**Run 1: metal 1**

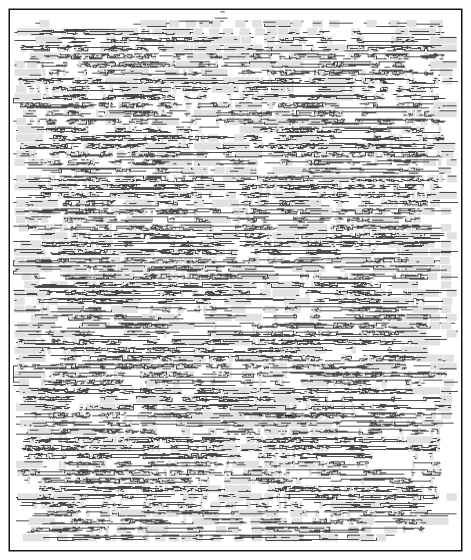
**Run 1: M2 wires**

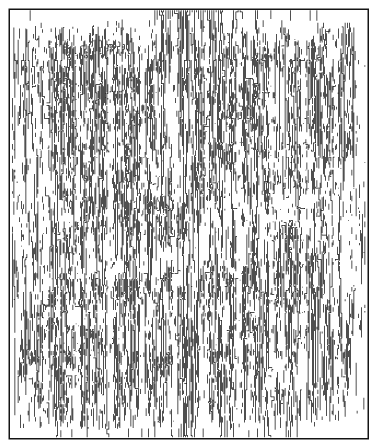
**Run 1: M4 wires**

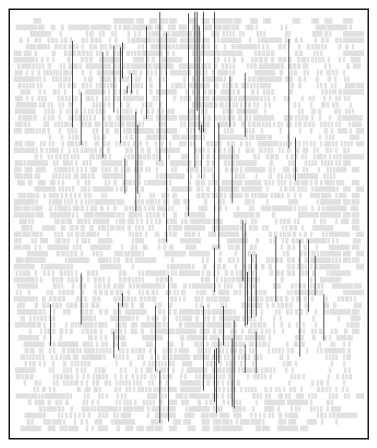
File: config.mk
export PLATFORM = sky130hd
export DESIGN_NAME = boxcar_avg_nch
export DESIGN_NICKNAME = d
export VERILOG_FILES = /design/src/rtl/boxcar_avg_nch.sv
export SDC_FILE = /design/constraint.sdc
export NUM_CORES = 1
export LEC_CHECK = 0
export ABC_AREA = 1
export CAP_MARGIN = 20
export CORE_ASPECT_RATIO = 1.2
export CORE_UTILIZATION = 55
export CTS_BUF_LIST = sky130_fd_sc_hd__clkbuf_4 sky130_fd_sc_hd__clkbuf_8
export CTS_CLUSTER_DIAMETER = 50
export CTS_CLUSTER_SIZE = 10
export DETAILED_ROUTE_END_ITERATION = 6
export GPL_TIMING_DRIVEN = 1
export PLACE_DENSITY_LB_ADDON = 0.15
export SETUP_SLACK_MARGIN = 0.05
export SLEW_MARGIN = 20
export SYNTH_ARGS = -nofsm -noshare
export SYNTH_HDL_FRONTEND = slang
export SYNTH_SLANG_ARGS = --single-unit
File: constraint.sdc
create_clock -name clk -period 16.1 [get_ports clk]
set_input_delay 3.22 -clock clk [delete_from_list [all_inputs] [get_ports clk]]
set_output_delay 3.22 -clock clk [all_outputs]
set_load 0.005 [all_outputs]
File: src/rtl/boxcar_avg_nch.sv
// Multi-lane accumulate-and-dump averager: one decimated mean per 2**n_lat valid samples.
// Optional round-half-up output selected by defining AVG_ROUND_EN (floor when undefined).
module boxcar_avg_nch #(
    parameter int unsigned N        = 16,
    parameter int unsigned NCH      = 4,
    parameter int unsigned MAX_LOG2 = 7
) (
    input  logic                          clk,
    input  logic                          rst,
    input  logic [NCH*N-1:0]              x,
    input  logic                          x_valid,
    input  logic [$clog2(MAX_LOG2+1)-1:0] n_avgs_in,
    input  logic                          clear,
    output logic [NCH*N-1:0]              y,
    output logic                          y_valid,
    output logic                          frame_busy
);
    localparam int unsigned LW = $clog2(MAX_LOG2 + 1);
    localparam int unsigned AW = N + MAX_LOG2;
    localparam int unsigned CW = MAX_LOG2;
    localparam logic [CW:0] ONE = (CW + 1)'(1);

    logic [AW-1:0]    acc_q   [NCH];
    logic [AW-1:0]    acc_sum [NCH];
    logic [CW-1:0]    cnt_q;
    logic [LW-1:0]    n_lat_q;
    logic [LW-1:0]    n_clamp;
    logic [LW-1:0]    n_eff;
    logic [CW-1:0]    last_idx;
    logic             last;
    logic [NCH*N-1:0] y_q;
    logic [NCH*N-1:0] y_next;
    logic             y_valid_q;
`ifdef AVG_ROUND_EN
    logic [AW-1:0]    rnd;
`endif

    always_comb begin
        n_clamp = (n_avgs_in > LW'(MAX_LOG2)) ? LW'(MAX_LOG2) : n_avgs_in;
        // The first sample of a frame already uses the freshly sampled frame length.
        n_eff    = (cnt_q == '0) ? n_clamp : n_lat_q;
        last_idx = CW'((ONE << n_eff) - ONE);
        last     = x_valid && (cnt_q == last_idx);
`ifdef AVG_ROUND_EN
        rnd = AW'(ONE << n_eff) >> 1;
`endif
        y_next = '0;
        for (int k = 0; k < NCH; k++) begin
            acc_sum[k] = acc_q[k] + AW'(x[k*N +: N]);
`ifdef AVG_ROUND_EN
            y_next[k*N +: N] = N'((acc_sum[k] + rnd) >> n_eff);
`else
            y_next[k*N +: N] = N'(acc_sum[k] >> n_eff);
`endif
        end
    end

    always_ff @(posedge clk or posedge rst) begin
        if (rst) begin
            for (int k = 0; k < NCH; k++) begin
                acc_q[k] <= '0;
            end
            cnt_q     <= '0;
            n_lat_q   <= '0;
            y_q       <= '0;
            y_valid_q <= 1'b0;
        end else begin
            y_valid_q <= 1'b0;
            if (clear) begin
                for (int k = 0; k < NCH; k++) begin
                    acc_q[k] <= '0;
                end
                cnt_q <= '0;
            end else if (x_valid) begin
                if (cnt_q == '0) begin
                    n_lat_q <= n_clamp;
                end
                if (last) begin
                    for (int k = 0; k < NCH; k++) begin
                        acc_q[k] <= '0;
                    end
                    cnt_q     <= '0;
                    y_q       <= y_next;
                    y_valid_q <= 1'b1;
                end else begin
                    for (int k = 0; k < NCH; k++) begin
                        acc_q[k] <= acc_sum[k];
                    end
                    cnt_q <= cnt_q + CW'(1);
                end
            end
        end
    end

    assign y          = y_q;
    assign y_valid    = y_valid_q;
    assign frame_busy = (cnt_q != '0);

endmodule

==> results.py, run 1 <==
# Flow results
metrics = {
    "grt": {
        "grt_antenna_before_repair": 0,
        "gr-total-overflow": 0,
        "grt_pass1_vias": 15031,
        "grt_pass1_wl_um": 75000,
        "gr-usage-all-layers_pct": 35.0,
    },
    "logic_synthesis": {
        "ys.flops": 167,
        "synth_top_cell_by_count": "nand2_1",
        "synth.area.top_cells": "dfrtp_1 29%, nand2_1 26%, nand3_1 14%",
        "synth-edff-count": 0,
        "syn_inst": 2401,
        "ys.flop_type": "dfrtp_1",
        "ys_chip_area_um2": 14500,
        "synth_top_area_share_pct": 28.8,
        "top_area_cell": "dfrtp_1",
        "syn_area_um2": 14500,
        "ys_warn_count": 0,
        "ys_seq_share_pct": 28.8,
        "synth_nets": 2543,
    },
    "pwr": {
        "p_int_uw": 938,
        "clkPwrFrac_pct": 21.5,
        "p_leak_uw": 0.00885,
        "p_seq_share_pct": 29.9,
        "combPwrFrac_pct": 48.5,
        "p_per_area_nw_per_um2": 102,
        "p_sw_uw": 744,
        "ir_drop_v": 0.0000845,
    },
    "critical_path": {
        "worstPathRequired_ns": 16.44,
        "cp-start-kind": "input pin",
        "worstSetupPathType": "in -> reg",
        "arrival_ns": 7.69,
        "reg2regPathDepth": 23,
        "cp-end-kind": "flip-flop",
        "path_max_fanout": 80,
    },
    "clock_tree": {
        "hold_buffers": 0,
        "clock-sinks": 167,
        "post_cts_buffers": 0,
        "clk_pin_slew_ns": 0.09,
        "cts_root_buffer": "clkbuf_8",
        "tritoncts": "done",
        "h-tree-depth": 4,
        "clockBufferDepth": 2,
        "ctsResizeCount": 0,
        "clkLatencyLatePin_ns": 0.51,
    },
    "final_timing": {
        "worst_pin_slew_ns": 0.997,
        "fin_crit_sh_pct": 45.6,
        "relSlewSlack_pct": 33.5,
        "finalSetupViolCount": 0,
        "skew_ns": 0.0173,
        "max_clock_freq_ghz": 0.136,
        "tns_ns": 0,
        "report.final.slew_viol_count": 0,
        "hold_viol_final": 0,
        "fin_crit_ns": 7.35,
        "rsz0062_at_grt": "no",
    },
    "die": {
        "core_um2": 25700,
        "die_h_um": 180,
        "die_area_um2": 27100,
        "pin_count": 137,
        "die_w_um": 150,
        "num_rows": 64,
    },
    "min_path": {
        "min_path_cells": 2,
        "hold_class": "reg -> reg",
    },
    "final_layout": {
        "diodes": 0,
        "area_delta_synth_final_pct": 13.8,
        "fin_area_um2": 16500,
        "drive_gt1_share_pct": 3.16,
        "layout.nets": 2632,
    },
    "run": {
        "drv_cap": 0,
    },
    "run_status": {
        "status": "finished clean",
    },
    "placement": {
        "hpwl_um": 33600,
        "portBuffers": 136,
        "gp_congestion": 0.951,
    },
    "drt": {
        "dr.pass1.iters": 6,
        "drtIter0Drc": 1287,
        "vias_per_cell": 5.65,
        "detail-route-antenna-nets": 0,
    },
}
Back to the opening pictures, 'metal 1':
The wires run mostly horizontal. 2462 nets have wire on it.
GR Util met1: 45.5%
vias: 16007
final WL: 45900 um

Back to the opening pictures, 'M2 wires':
The layer holds 47% of the routed length. The wires run mostly vertical. The longest straight run is 54.4 um.

Back to the opening pictures, 'M4 wires':
47 nets have wire on it. The longest straight run is 92.5 um.

run 1: stage by stage:
stage	setup slack, ns	std cells	utilization (%)	total power [uW]	hold slack (ns)
2_1_floorplan	8.36	2401	-	1060	0.453
3_3_place_gp	8.55	2800	62.5	1300	0.464
3_5_place_dp	8.35	2800	62.5	1310	0.464
4_1_cts	8.85	2832	64.3	1670	0.488
5_1_grt	8.37	2833	64.3	1800	0.507
6_report	8.75	2833	64.3	1680	0.485
run 1: cell families (layout without fill, tap and decap cells):
group	after synthesis	in the layout	synth area share, %
and+or+nand+nor	1627	1627	47.4
buffers and inverters	335	437	9.14
DFF	167	167	28.8
AOI/OAI and AO/OA	164	164	6.14
adders and majority gates	71	71	6.32
xor gates and xnor gates	36	36	2.17
muxes	1	1	0.0689
run 1: final cells by class:
type / instances / area (um2)
Tap cell: 330 / 413
Sequential cell: 167 / 4180
Timing Repair Buffer: 148 / 1450
Inverter: 257 / 970
Clock inverter: 9 / 163
Clock buffer: 23 / 298
Fill cell: 2487 / 9170
Multi-Input combinational cell: 1899 / 9060
run 1: worst paths after layout:
| check | to | from | slack (ns) |
|---|---|---|---|
| worst max-delay path | acc_q[71] | n_avgs_in[2] | 8.75 |
| worst min-delay path | y[63] | y[63] | 0.48 |
| worst max register to register | acc_q[71] | cnt_q[0] | 10.78 |
| worst min register to register | y[63] | y[63] | 0.48 |
| max in group asynchronous | acc_q[16] | rst | 11.27 |
| min in group asynchronous | acc_q[80] | rst | 3.31 |
run 1: power groups by stage:
stage | registers, uW | logic, uW | clock network [uW]
CTS | 503 | 804 | 365
global placement | 510 | 792 | 0
global route | 509 | 910 | 380
detailed placement | 511 | 799 | 0
floorplan | 502 | 555 | 0
finish | 503 | 816 | 362
run 1: critical path, cell delays in order:
cell and delay (ns):
clkdlybuf4s50_1 0.48, nand4_1 0.12, nand2_2 0.09, buf_4 0.59
nor2_1 0.27, nand2_1 0.19, ha_1 0.26, xnor2_1 0.18
nand2_1 0.09, nand3_1 0.09, nand2_1 0.05, inv_1 0.04
nand2_1 0.04, nor2_1 0.08, nand2_1 0.07, nor2_2 0.13
nand3_2 0.47, nand2_4 0.96, o21ai_0 0.20
run 1: state kept, by name, indices dropped and copies added, names as in the netlist:
register,count
y_valid,1
acc_q,92
n_lat_q,3
cnt_q,7
y,64
run 1: routing by layer:
metal,global-route usage [%],vias to the layer above,share of wire [%]
met5,0,-,0
met4,14.7,0,3.8
met3,4.91,118,7.0
met2,57.8,673,47
met1,45.5,7315,43
li1,-,7901,-
run 1: layout by cell type (no fill, tap or decap), drive strengths merged, types with 5 or more instances in the layout:
| cell type | instances |
|---|---|
| clkdlybuf4s50 | 136 |
| ha | 67 |
| o21ai | 81 |
| nand3 | 407 |
| xnor2 | 17 |
| or2 | 13 |
| nand4 | 24 |
| buf | 12 |
| xor2 | 19 |
| o22ai | 41 |
| nand2 | 1007 |
| clkbuf | 23 |
| a21oi | 36 |
| nor2 | 133 |
| dfrtp | 167 |
| inv | 259 |
| nor3 | 13 |
| and2 | 5 |
| nand3b | 22 |
==> run 2: changes to the inputs <==
Clock period 16.1 ns to 6.5 ns, I/O delays scaled along.
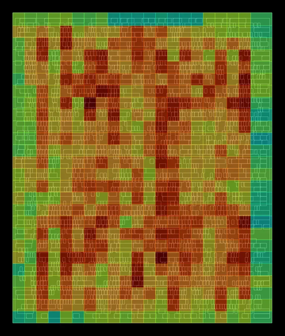
**Above:** run 2 (congestion heat map).
Most Crowded Layer GR: met2
routed len/inst: 16.3 um
fin util: 64.2%

==> run 2 against run 1 <==
Compared with the run above: via count is 0.54% lower; die size stayed put; sequential share of layout area hardly changed; utilization is 0.13 points lower; cell count hardly changed; clock-buffer cell count is 2 lower; combinational power is 150% higher; worst hold slack better by 0.00051 ns; clock skew hardly changed; synthesized area stayed put; largest cell class unchanged.
==> results.py, run 2 <==
# Flow results
metrics = {
    "critical_path": {
        "path_cells": "clkdlybuf4s50_1, nand4_1, nand2_2, nor2_1, nand2_1, ha_1, xnor2_1, nand2_1, nand3_1, nand2_1, inv_1, nand2_1, nor2_1, nand2_1, nor2_2, nand3_2, nor2_4, buf_4, o21ai_0, nand2_1",
        "critPathMostFrequentCell": "nand2_1",
        "slowest_delay_ns": 0.74,
        "cp-start-kind": "input pin",
        "r2r-start": "cnt_q[0]",
        "cp-end-kind": "flip-flop",
        "worstSetupPathType": "in -> reg",
        "worstPathRequired_ns": 6.94,
        "startpoint": "n_avgs_in[1]",
        "r2r_slack_ns": 1.43,
        "arrival_ns": 5.58,
        "path_max_fanout": 37,
    },
    "min_path": {
        "hold_class": "reg -> reg",
        "worstHoldStart": "y[36]",
    },
    "final_timing": {
        "rsz0062_at_grt": "no",
        "tns_ns": 0,
        "finalSetupViolCount": 0,
        "report.final.slew_viol_count": 0,
        "whs_ns": 0.485,
        "worst_pin_slew_ns": 0.940,
        "max_clock_freq_ghz": 0.194,
        "fin_crit_ns": 5.15,
        "skew_ns": 0.0175,
        "fin_crit_sh_pct": 79.2,
        "hold_viol_final": 0,
    },
    "final_layout": {
        "layout.nets": 2634,
        "top_register": "acc_q",
        "fin_area_um2": 16500,
        "final_cell_mix": "1001 x nand2_1, 405 x nand3_1, 254 x inv_1",
        "diodes": 0,
        "fill_cells": 2494,
        "drive_gt1_share_pct": 3.23,
        "lay_top_count": "nand2_1",
        "largest_reg_flops": 92,
        "stdcell_count": 2835,
    },
    "die": {
        "die_w_um": 150,
        "core_um2": 25700,
        "num_rows": 64,
        "pin_count": 137,
    },
    "logic_synthesis": {
        "top_area_cell": "dfrtp_1",
        "ys_chip_area_um2": 14500,
        "ys_warn_count": 0,
        "synth_top_area_share_pct": 28.8,
        "syn_inst": 2401,
        "ys_seq_share_pct": 28.8,
        "synth_nets": 2543,
        "syn_area_um2": 14500,
        "ys.flops": 167,
        "synth_top_cell_by_count": "nand2_1",
        "synth.area.top_cells": "dfrtp_1 29%, nand2_1 26%, nand3_1 14%",
        "ys.flop_type": "dfrtp_1",
        "synth-edff-count": 0,
    },
    "drt": {
        "wl_um": 46100,
        "vias": 15920,
        "drtIter0Drc": 1497,
        "dr.pass1.iters": 6,
        "vias_per_cell": 5.62,
    },
    "clock_tree": {
        "h-tree-depth": 4,
        "clock-sinks": 167,
        "ctsResizeCount": 0,
        "post_cts_buffers": 0,
        "clk_pin_slew_ns": 0.09,
        "cts_root_buffer": "clkbuf_8",
        "clkLatencyLatePin_ns": 0.50,
        "clockBufferDepth": 2,
        "hold_buffers": 0,
    },
    "pwr": {
        "p_per_area_nw_per_um2": 247,
        "ir_drop_v": 0.000144,
    },
    "grt": {
        "grt_pass1_vias": 15137,
        "grt_pass1_wl_um": 75300,
        "gr-total-overflow": 0,
        "grt_antenna_before_repair": 0,
        "gr-usage-all-layers_pct": 35.2,
    },
    "run": {
        "drv_cap": 0,
    },
    "run_status": {
        "status": "finished clean",
    },
    "placement": {
        "portBuffers": 136,
        "dp.cells": 2803,
        "placed_cell_area_um2": 16100,
    },
}
## run 2: cell counts after synthesis
Identical to the previous run, type by type.
## run 2: layer usage
layer	vias to the layer above	wire, um	GRT usage (%)
met5	-	0	0
met3	138	2980	4.13
met4	0	2080	16.7
met1	7217	19700	46.1
met2	656	21400	57.2
li1	7909	-	-
## run 2: area by class of cell
cell class / count / area [um2] / share of cell area [%]
clock buffers: 21 / 283 / 1.71
clock inverters: 11 / 123 / 0.743
inverters: 257 / 970 / 5.88
multi-input cells: 1899 / 9050 / 54.9
flip-flops and latches: 167 / 4180 / 25.3
well taps: 330 / 413 / 2.50
repair buffers: 150 / 1480 / 8.96
## run 2: worst paths after layout
| path | to | cells past startpoint |
|---|---|---|
| setup / recovery | y[35] | 20 |
| hold / removal | y[36] | 2 |
| setup reg to reg | y[35] | 24 |
| hold reg to reg | y[36] | 2 |
| max in group asynchronous | y[14] | 3 |
| min in group asynchronous | acc_q[81] | 2 |
## run 2: logic make-up (layout without fill, tap and decap cells)
logic type / after synthesis / count (layout) / synth area share [%]
fa+ha+maj: 71 / 71 / 6.32
compound gates: 164 / 164 / 6.14
buf+inv: 335 / 439 / 9.14
xor+xnor: 36 / 36 / 2.17
flops: 167 / 167 / 28.8
mux: 1 / 1 / 0.0689
simple gates: 1627 / 1627 / 47.4
## run 2: worst max-delay path, delay by kind of cell
kind | cells | cell delay, ns
and+or+nand+nor | 14 | 2.57
xor gates and xnor gates | 1 | 0.25
AOI/OAI and AO/OA | 1 | 0.16
adders and majority gates | 1 | 0.31
buffers and inverters | 3 | 0.97
## run 2: metrics by stage
stage	setup slack (ns)	utilization, %	total power [uW]
final	1.35	64.2	4080
after global routing	0.815	64.2	4370
after CTS	1.44	64.2	4060
after detailed placement	0.937	62.6	3250
after global placement	1.10	62.6	3230
after floorplan	0.682	-	2620
## run 2: report_power, final
| group | switching [uW] | total [uW] | internal, uW |
|---|---|---|---|
| registers | 88.9 | 1250 | 1160 |
| logic | 1330 | 2030 | 698 |
| clock network | 426 | 802 | 376 |
| total | 1840 | 4080 | 2230 |
==> run 3: changes to the inputs <==
Clock period 6.5 ns to 5.06 ns, I/O delays scaled along.
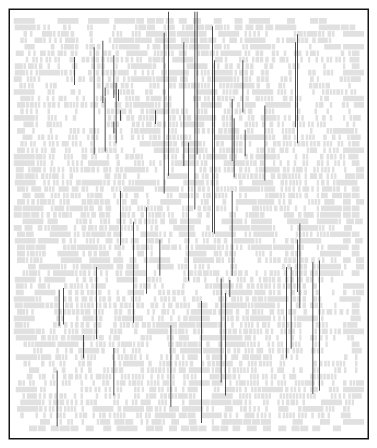
**Above:** run 3 (M4 wires).
The longest straight run is 86.4 um. The layer holds 3.4% of the routed length. The layer carries 1590 um of wire. The wires run mostly vertical. 39 nets have wire on it.

==> run 3 against run 2 <==
Compared with the run above: die size unchanged; the run now ends with design-rule violations left; critical endpoint is now acc_q[17]; first-iteration DRC count shrank 18%; non-clock buffer count grew 6; clock skew rose by 0.0023 ns; critical path depth up 3; final area increased by 0.55%; global-route usage down 0.18 points; clock power up 28%; combinational power is 29% higher; wire length increased by 0.73%; synthesized area stayed put; power up 29%.
==> results.py, run 3 <==
# Flow results
metrics = {
    "run_status": {
        "status": "finished, violations left",
        "violations": "design-rule violations",
    },
    "clock_tree": {
        "tritoncts": "done",
        "hold_buffers": 0,
        "h-tree-depth": 4,
        "cts_root_buffer": "clkbuf_8",
        "post_cts_buffers": 0,
        "clock-sinks": 167,
        "ctsResizeCount": 0,
        "clockBufferDepth": 2,
        "clkLatencyLatePin_ns": 0.50,
    },
    "critical_path": {
        "path_max_fanout": 36,
        "cp-start-kind": "flip-flop",
        "cp-end-kind": "flip-flop",
    },
    "die": {
        "die_h_um": 180,
        "core_um2": 25700,
        "die_w_um": 150,
    },
    "drt": {
        "wl_um": 46400,
        "drc_errors": 1,
        "drtIter0Drc": 1235,
        "wire_per_inst_um": 16.4,
        "dr.pass1.iters": 7,
        "vias": 15988,
        "vias_per_cell": 5.63,
    },
    "final_timing": {
        "finalSetupViolCount": 0,
        "skew_ns": 0.0199,
        "rsz0062_at_grt": "no",
        "report.final.slew_viol_count": 0,
        "relSlewSlack_pct": 40.6,
        "fin_crit_ns": 4.23,
        "max_clock_freq_ghz": 0.237,
    },
    "logic_synthesis": {
        "synth-edff-count": 0,
        "ys.flops": 167,
        "synth_top_cell_by_count": "nand2_1",
        "syn_area_um2": 14500,
        "syn_inst": 2401,
        "top_area_cell": "dfrtp_1",
        "synth.area.top_cells": "dfrtp_1 29%, nand2_1 26%, nand3_1 14%",
        "ys_warn_count": 0,
        "ys.flop_type": "dfrtp_1",
        "ys_seq_share_pct": 28.8,
    },
    "placement": {
        "gp_congestion": 0.955,
        "portBuffers": 136,
        "hpwl_um": 34800,
    },
    "grt": {
        "grt_pass1_vias": 15033,
        "gr-usage-all-layers_pct": 35.0,
        "gr-total-overflow": 0,
    },
    "final_layout": {
        "drive_gt1_share_pct": 3.43,
        "final_cell_mix": "1001 x nand2_1, 405 x nand3_1, 254 x inv_1",
        "layout.nets": 2640,
        "final_core_util_pct": 64.5,
        "area_delta_synth_final_pct": 14.2,
        "diodes": 0,
        "largest_reg_flops": 92,
        "top_register": "acc_q",
    },
    "pwr": {
        "clkPwrFrac_pct": 19.7,
        "ir_drop_v": 0.000191,
        "p_int_uw": 2860,
        "p_sw_uw": 2390,
        "p_per_area_nw_per_um2": 317,
        "combPwrFrac_pct": 49.8,
    },
    "min_path": {
        "hold_class": "reg -> reg",
    },
    "run": {
        "drv_cap": 0,
    },
}
## run 3: cell type report
class,count,area (um2)
clock buffers,20,269
well taps,330,413
flip-flops and latches,167,4180
repair buffers,156,1570
clock inverters,11,124
multi-input cells,1899,9060
fillers,2498,9120
inverters,257,968
## run 3: metrics by stage
step	cell area, um2	hold slack, ns	total power, uW	setup slack [ns]	cells
after global placement	16200	0.462	4160	0.714	2809
final	16600	0.484	5260	0.834	2840
after CTS	16600	0.492	5230	0.895	2840
after detailed placement	16200	0.465	4190	0.560	2809
after global routing	16600	0.508	5630	0.473	2840
after floorplan	14500	0.453	3360	1.70	2401
## run 3: worst paths after layout
path	slack [ns]	start	endpoint
setup reg to reg	0.83	cnt_q[0]	acc_q[17]
min in group asynchronous	0.85	rst	acc_q[36]
setup / recovery	0.83	cnt_q[0]	acc_q[17]
max in group asynchronous	3.20	rst	acc_q[57]
hold / removal	0.48	y[47]	y[47]
hold reg to reg	0.48	y[47]	y[47]
## run 3: metal layers
metal | vias to the layer above | routed length [um] | global-route usage, %
met4 | 0 | 1590 | 13.8
met1 | 7336 | 20000 | 46.1
met5 | - | 0 | 0
met2 | 624 | 21900 | 58.1
met3 | 108 | 2900 | 3.82
li1 | 7920 | - | -
## run 3: cells by family after synthesis
logic type / Yosys count / synth area share [%]
fa+ha+maj: 71 / 6.32
simple gates: 1627 / 47.4
xor+xnor: 36 / 2.17
mux: 1 / 0.0689
compound gates: 164 / 6.14
buf+inv: 335 / 9.14
flops: 167 / 28.8
## run 3: worst max-delay path: stages, from the launching register on
cell     delay [ns]
dfrtp_1        0.45
inv_1          0.10
ha_1           0.15
inv_1          0.05
nor2_2         0.24
nand3_4        0.19
nand2_1        0.14
nand2_2        0.07
nor2_1         0.14
nand2_1        0.13
ha_1           0.29
xnor2_1        0.23
nand2_1        0.09
nand3_1        0.08
nand2_1        0.05
inv_1          0.05
nand2_1        0.04
nor2_1         0.08
nand2_1        0.07
nor2_2         0.16
nand3_2        0.34
nand2_2        0.52
buf_12         0.28
o22ai_1        0.11
## run 3: power groups by stage
| stage | clock network, uW | registers [uW] | logic, uW |
|---|---|---|---|
| 2_1_floorplan | 0 | 1600 | 1770 |
| 3_3_place_gp | 0 | 1620 | 2530 |
| 3_5_place_dp | 0 | 1630 | 2570 |
| 4_1_cts | 1040 | 1600 | 2580 |
| 5_1_grt | 1090 | 1620 | 2910 |
| 6_report | 1030 | 1610 | 2620 |
Power and IR drop assume default switching activity.
